File: src/rtl/alu_pkg.sv
// Shared definitions for the ALU arbiter: default widths, ALU op codes and FSM states.
package alu_pkg;

  localparam int ALU_OP_WIDTH   = 4;
  localparam int ALU_DATA_WIDTH = 32;

  localparam logic [ALU_OP_WIDTH-1:0] ALU_ADD  = 4'd0;
  localparam logic [ALU_OP_WIDTH-1:0] ALU_SUB  = 4'd1;
  localparam logic [ALU_OP_WIDTH-1:0] ALU_SLL  = 4'd2;
  localparam logic [ALU_OP_WIDTH-1:0] ALU_SLT  = 4'd3;
  localparam logic [ALU_OP_WIDTH-1:0] ALU_SLTU = 4'd4;
  localparam logic [ALU_OP_WIDTH-1:0] ALU_XOR  = 4'd5;
  localparam logic [ALU_OP_WIDTH-1:0] ALU_SRL  = 4'd6;
  localparam logic [ALU_OP_WIDTH-1:0] ALU_SRA  = 4'd7;
  localparam logic [ALU_OP_WIDTH-1:0] ALU_OR   = 4'd8;
  localparam logic [ALU_OP_WIDTH-1:0] ALU_AND  = 4'd9;

  typedef enum logic [1:0] {
    IDLE = 2'd0,
    EXEC = 2'd1,
    RESP = 2'd2
  } arb_state_t;

endpackage

File: src/rtl/alu_arb_pick.sv
// Combinational winner select between the two ALU requesters.
// ALU_ARB_RR_EN selects round-robin on last_grant; otherwise port 0 has fixed priority.
module alu_arb_pick (
  input  logic       valid0,
  input  logic       valid1,
`ifdef ALU_ARB_RR_EN
  input  logic       last_grant,
`endif
  output logic [1:0] grant
);

`ifdef ALU_ARB_RR_EN
  // On a tie the port that did not win last time goes next.
  always_comb begin
    grant[0] = valid0 && (!valid1 || last_grant);
    grant[1] = valid1 && (!valid0 || !last_grant);
  end
`else
  always_comb begin
    grant[0] = valid0;
    grant[1] = valid1 && !valid0;
  end
`endif

endmodule

File: src/rtl/alu_arbiter.sv
// Two-port arbiter sharing one single-cycle ALU: accept -> execute -> respond.
// Arbitration policy selected by ALU_ARB_RR_EN (round-robin when defined, port 0 priority otherwise).
module alu_arbiter
  import alu_pkg::*;
#(
  parameter int OP_WIDTH   = ALU_OP_WIDTH,
  parameter int DATA_WIDTH = ALU_DATA_WIDTH
) (
  input  logic                  clk,
  input  logic                  rst_n,
  input  logic                  req0_valid,
  output logic                  req0_ready,
  input  logic [OP_WIDTH-1:0]   req0_op,
  input  logic [DATA_WIDTH-1:0] req0_a,
  input  logic [DATA_WIDTH-1:0] req0_b,
  output logic                  rsp0_valid,
  input  logic                  rsp0_ready,
  output logic [DATA_WIDTH-1:0] rsp0_result,
  output logic                  rsp0_zero,
  input  logic                  req1_valid,
  output logic                  req1_ready,
  input  logic [OP_WIDTH-1:0]   req1_op,
  input  logic [DATA_WIDTH-1:0] req1_a,
  input  logic [DATA_WIDTH-1:0] req1_b,
  output logic                  rsp1_valid,
  input  logic                  rsp1_ready,
  output logic [DATA_WIDTH-1:0] rsp1_result,
  output logic                  rsp1_zero,
  output logic [OP_WIDTH-1:0]   alu_ctrl,
  output logic [DATA_WIDTH-1:0] alu_src_a,
  output logic [DATA_WIDTH-1:0] alu_src_b,
  input  logic [DATA_WIDTH-1:0] alu_result,
  input  logic                  alu_zero,
  output logic                  busy
);

  arb_state_t            state;
  logic                  owner;
  logic [1:0]            grant;
  logic [DATA_WIDTH-1:0] result_q;
  logic                  zero_q;

`ifdef ALU_ARB_RR_EN
  logic last_grant;

  alu_arb_pick u_pick (
    .valid0     (req0_valid),
    .valid1     (req1_valid),
    .last_grant (last_grant),
    .grant      (grant)
  );

  always_ff @(posedge clk or negedge rst_n) begin
    if (!rst_n) begin
      last_grant <= 1'b1;
    end else if (state == IDLE && grant != 2'b00) begin
      last_grant <= grant[1];
    end
  end
`else
  alu_arb_pick u_pick (
    .valid0 (req0_valid),
    .valid1 (req1_valid),
    .grant  (grant)
  );
`endif

  // Ready is gated by rst_n so nothing looks accepted while reset is held.
  always_comb begin
    req0_ready  = rst_n && (state == IDLE) && grant[0];
    req1_ready  = rst_n && (state == IDLE) && grant[1];
    rsp0_valid  = (state == RESP) && !owner;
    rsp1_valid  = (state == RESP) && owner;
    rsp0_result = rsp0_valid ? result_q : '0;
    rsp0_zero   = rsp0_valid && zero_q;
    rsp1_result = rsp1_valid ? result_q : '0;
    rsp1_zero   = rsp1_valid && zero_q;
    busy        = (state != IDLE);
  end

  always_ff @(posedge clk or negedge rst_n) begin
    if (!rst_n) begin
      state     <= IDLE;
      owner     <= 1'b0;
      alu_ctrl  <= OP_WIDTH'(ALU_ADD);
      alu_src_a <= '0;
      alu_src_b <= '0;
      result_q  <= '0;
      zero_q    <= 1'b0;
    end else begin
      case (state)
        IDLE: begin
          if (grant != 2'b00) begin
            owner     <= grant[1];
            alu_ctrl  <= grant[1] ? req1_op : req0_op;
            alu_src_a <= grant[1] ? req1_a  : req0_a;
            alu_src_b <= grant[1] ? req1_b  : req0_b;
            state     <= EXEC;
          end
        end
        EXEC: begin
          result_q <= alu_result;
          zero_q   <= alu_zero;
          state    <= RESP;
        end
        RESP: begin
          if (owner ? rsp1_ready : rsp0_ready) begin
            state <= IDLE;
          end
        end
        default: state <= IDLE;
      endcase
    end
  end

endmodule

File: config.mk
export PLATFORM = sky130hd
export DESIGN_NAME = alu_arbiter
export DESIGN_NICKNAME = d
export VERILOG_FILES = /design/src/rtl/alu_pkg.sv /design/src/rtl/alu_arb_pick.sv /design/src/rtl/alu_arbiter.sv
export SDC_FILE = /design/constraint.sdc
export NUM_CORES = 1
export LEC_CHECK = 0
export CAP_MARGIN = 20
export CORE_AREA = 2 2 121 123
export CTS_CLUSTER_DIAMETER = 120
export CTS_CLUSTER_SIZE = 12
export DETAILED_ROUTE_END_ITERATION = 12
export DIE_AREA = 0 0 123 125
export GPL_TIMING_DRIVEN = 0
export PLACE_DENSITY = 0.8
export SLEW_MARGIN = 0
export SYNTH_ARGS = -nofsm -noshare
export SYNTH_HDL_FRONTEND = slang
export SYNTH_SLANG_ARGS = --single-unit
File: constraint.sdc
create_clock -name clk -period 2.1 [get_ports clk]
set_input_delay 0.42 -clock clk [delete_from_list [all_inputs] [get_ports clk]]
set_output_delay 0.42 -clock clk [all_outputs]
set_load 0.01 [all_outputs]
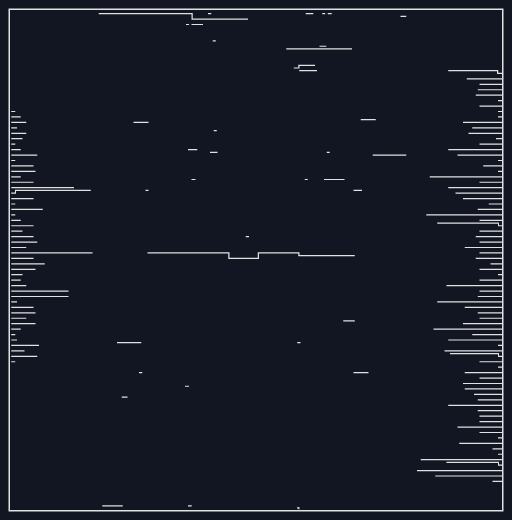
*Metal 3*
(4 px per µm)
share of all routed wire = 6.1%
longest straight run = 23.2 µm
main direction = horizontal
drt total wl: 16200 µm
Vias: 4296
M3 GR Usage: 3.74%

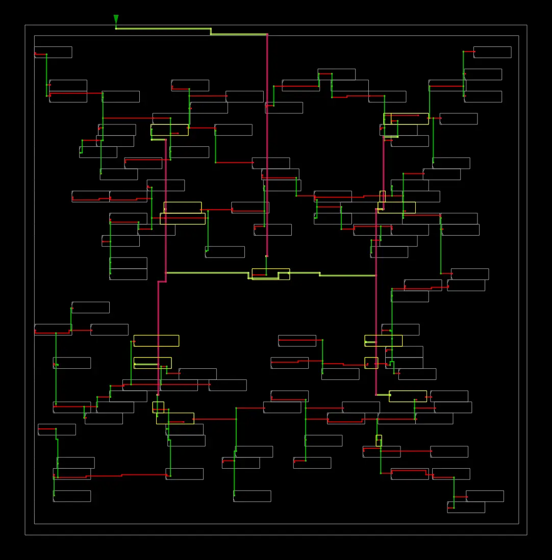
*The clock network*
CLK BUF: 11
flop count: 104
Num CTS Buffers: 9

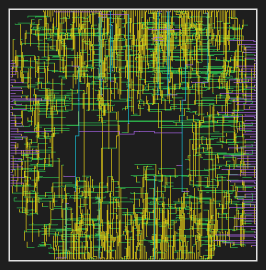
*Signal wires by layer*
(2 px per µm)
met4 -> cyan  # wire length 560 µm
met1 -> green  # wire length 6020 µm
met3 -> purple  # wire length 992 µm
met2 -> yellow  # wire length 8660 µm
post-DR wirelength/cell: 17.7 µm
overall routing resource usage: 20.8%

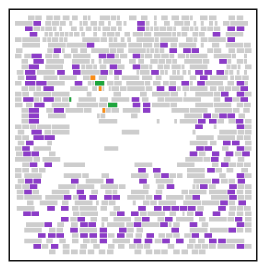
*Gate-type map*
(2 px per µm)
inverting AOI/OAI gates -> orange  # cells 3
multiplexers -> purple  # cells 170, where all over the die
NAND gates -> green  # cells 3

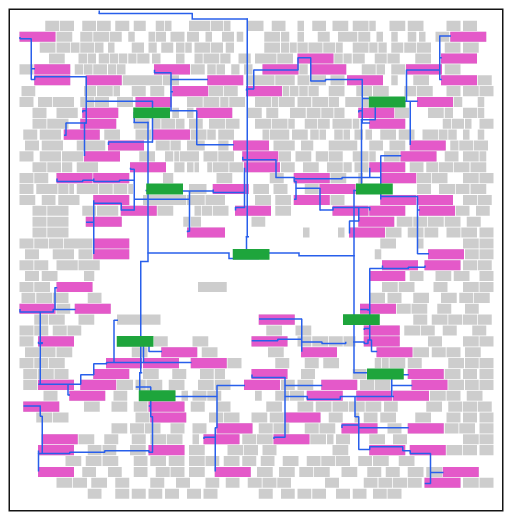
*Clock network drawn from the DEF*
(4 px per µm)
clock wires -> blue  # length 1280 µm
flip-flops -> magenta  # count 104
cells driving clock nets -> green  # count 9
routed clock nets = 10
flops lie = all over the die

==> results.sh <==
# flow metrics
export IMPL_arrival_ps=1630
export IMPL_worstSetupStartpoint="state[1]"
export IMPL_synthCells=381
export IMPL_fmax_mhz=487
export IMPL_fin_cells=918
export IMPL_synth_flop_count=104
export IMPL_ys_chip_area_um2=5230
export IMPL_crit_chain="nand2b_4 -> nor2_4 -> buf_6 -> buf_12 -> clkbuf_8 -> and2_4 -> buf_4"
export IMPL_crit_fanout=5
export IMPL_tightestPinTransition_ps=487
export IMPL_ant_nets=0
export IMPL_final_max_slew_violation_count=0
export IMPL_pre_cts_ws_ps=-474
export IMPL_post_route_util_pct=64.6
export IMPL_cts_hold_repair_buffers=0
export IMPL_grt_max_degree=56
export IMPL_cp_required_ps=1680
export IMPL_routed_via_density=4.68
export IMPL_die_y_um=125
export IMPL_gp_congestion=0.890
export IMPL_end_kind="output pin"
export IMPL_r2r_cells=8
export IMPL_grt_pass1_vias=4587
export IMPL_cts_max_path_buffers=2
export IMPL_core_area_um2=14200
export IMPL_hold_class="input pin to asynchronous set/reset pin"
export IMPL_grt_pass1_wl_um=24300
export IMPL_core_rowCount=44
export IMPL_path_clk_slew_ps=70
export IMPL_cellPowerDensity_nw_per_um2=1230
export IMPL_rsz0062_at_grt="yes"
export IMPL_syn_area_um2=5230
export IMPL_power_total_mw=11.3
export IMPL_root_buffer="clkbuf_16"
export IMPL_setup_ws_ps=47.2
export IMPL_drive_gt1_share_pct=42.6
export IMPL_hold_violations=0
export IMPL_die_w_um=123
export IMPL_period_used_pct=97.8
export IMPL_final_seq_area_um2=2610
export IMPL_reg2reg_slack_ps=210
export IMPL_crit_buf_inv=4
export IMPL_first_pass_iters=6
export IMPL_comb_area_um2=2550
export IMPL_dp_cells=879
export IMPL_layout_top_cells="240 x clkdlybuf4s50_1, 152 x mux2_2, 102 x dfrtp_1, 46 x and2_1, 42 x buf_2"
export IMPL_floorplan_nets=556
export IMPL_min_period_ps=2050
export IMPL_status="finished clean"
metrics by stage:
step           cell area, µm²  hold WS [ps]
2_1_floorplan            5230           124
3_3_place_gp             8600           489
3_5_place_dp             8620           494
4_1_cts                  9110          18.0
5_1_grt                  9180          41.6
6_report                 9180          16.6
cell usage after synthesis (all sizes together):
cell | n | share of area [%]
inv | 2 | 0.14
dfrtp | 104 | 50
o21bai | 1 | 0.14
nor2b | 1 | 0.12
a21oi | 2 | 0.19
nand2b | 2 | 0.38
mux2 | 170 | 38
o21a | 1 | 0.14
and3 | 1 | 0.12
clkbuf | 7 | 0.50
nor2 | 4 | 0.33
buf | 19 | 2.3
nand2 | 1 | 0.072
and2 | 66 | 7.9
registers in the layout, indices dropped and copies added (netlist names):
name / cells
alu_src_a: 32
alu_src_b: 32
result_q: 32
alu_ctrl: 4
state: 2
owner: 1
zero_q: 1
repair_timing:
item                                    CTS  global route
buffers inserted                         18             4
gates cloned                              3             0
gates resized                           274            44
endpoints found under the setup margin   70            54
pin swaps                                 2             3
where the power goes:
group          switching [mW]  internal [mW]
sequential              0.636           3.05
combinational            2.17           3.68
clock                   0.727           1.05
total                    3.53           7.78
cell type report:
type / instances / share of cell area (%)
Timing Repair Buffer: 337 / 35.6
Multi-Input combinational cell: 249 / 27.8
Buffer: 24 / 2.14
Antenna cell: 2 / 0.0545
Sequential cell: 104 / 28.4
Inverter: 2 / 0.0818
Clock inverter: 5 / 0.886
Clock buffer: 11 / 2.54
Tap cell: 184 / 2.51
cell families after synthesis:
logic type | share of synthesized area, %
compound gates | 0.478
buf+inv | 2.99
flops | 49.7
simple gates | 8.92
mux | 37.9
routing by layer:
layer / routed length (µm) / track usage, %
met1: 6020 / 22.9
met2: 8660 / 37.9
met3: 991 / 3.74
met4: 560 / 9.76
met5: 0 / 0
Power is estimated from default activity; no workload was simulated.
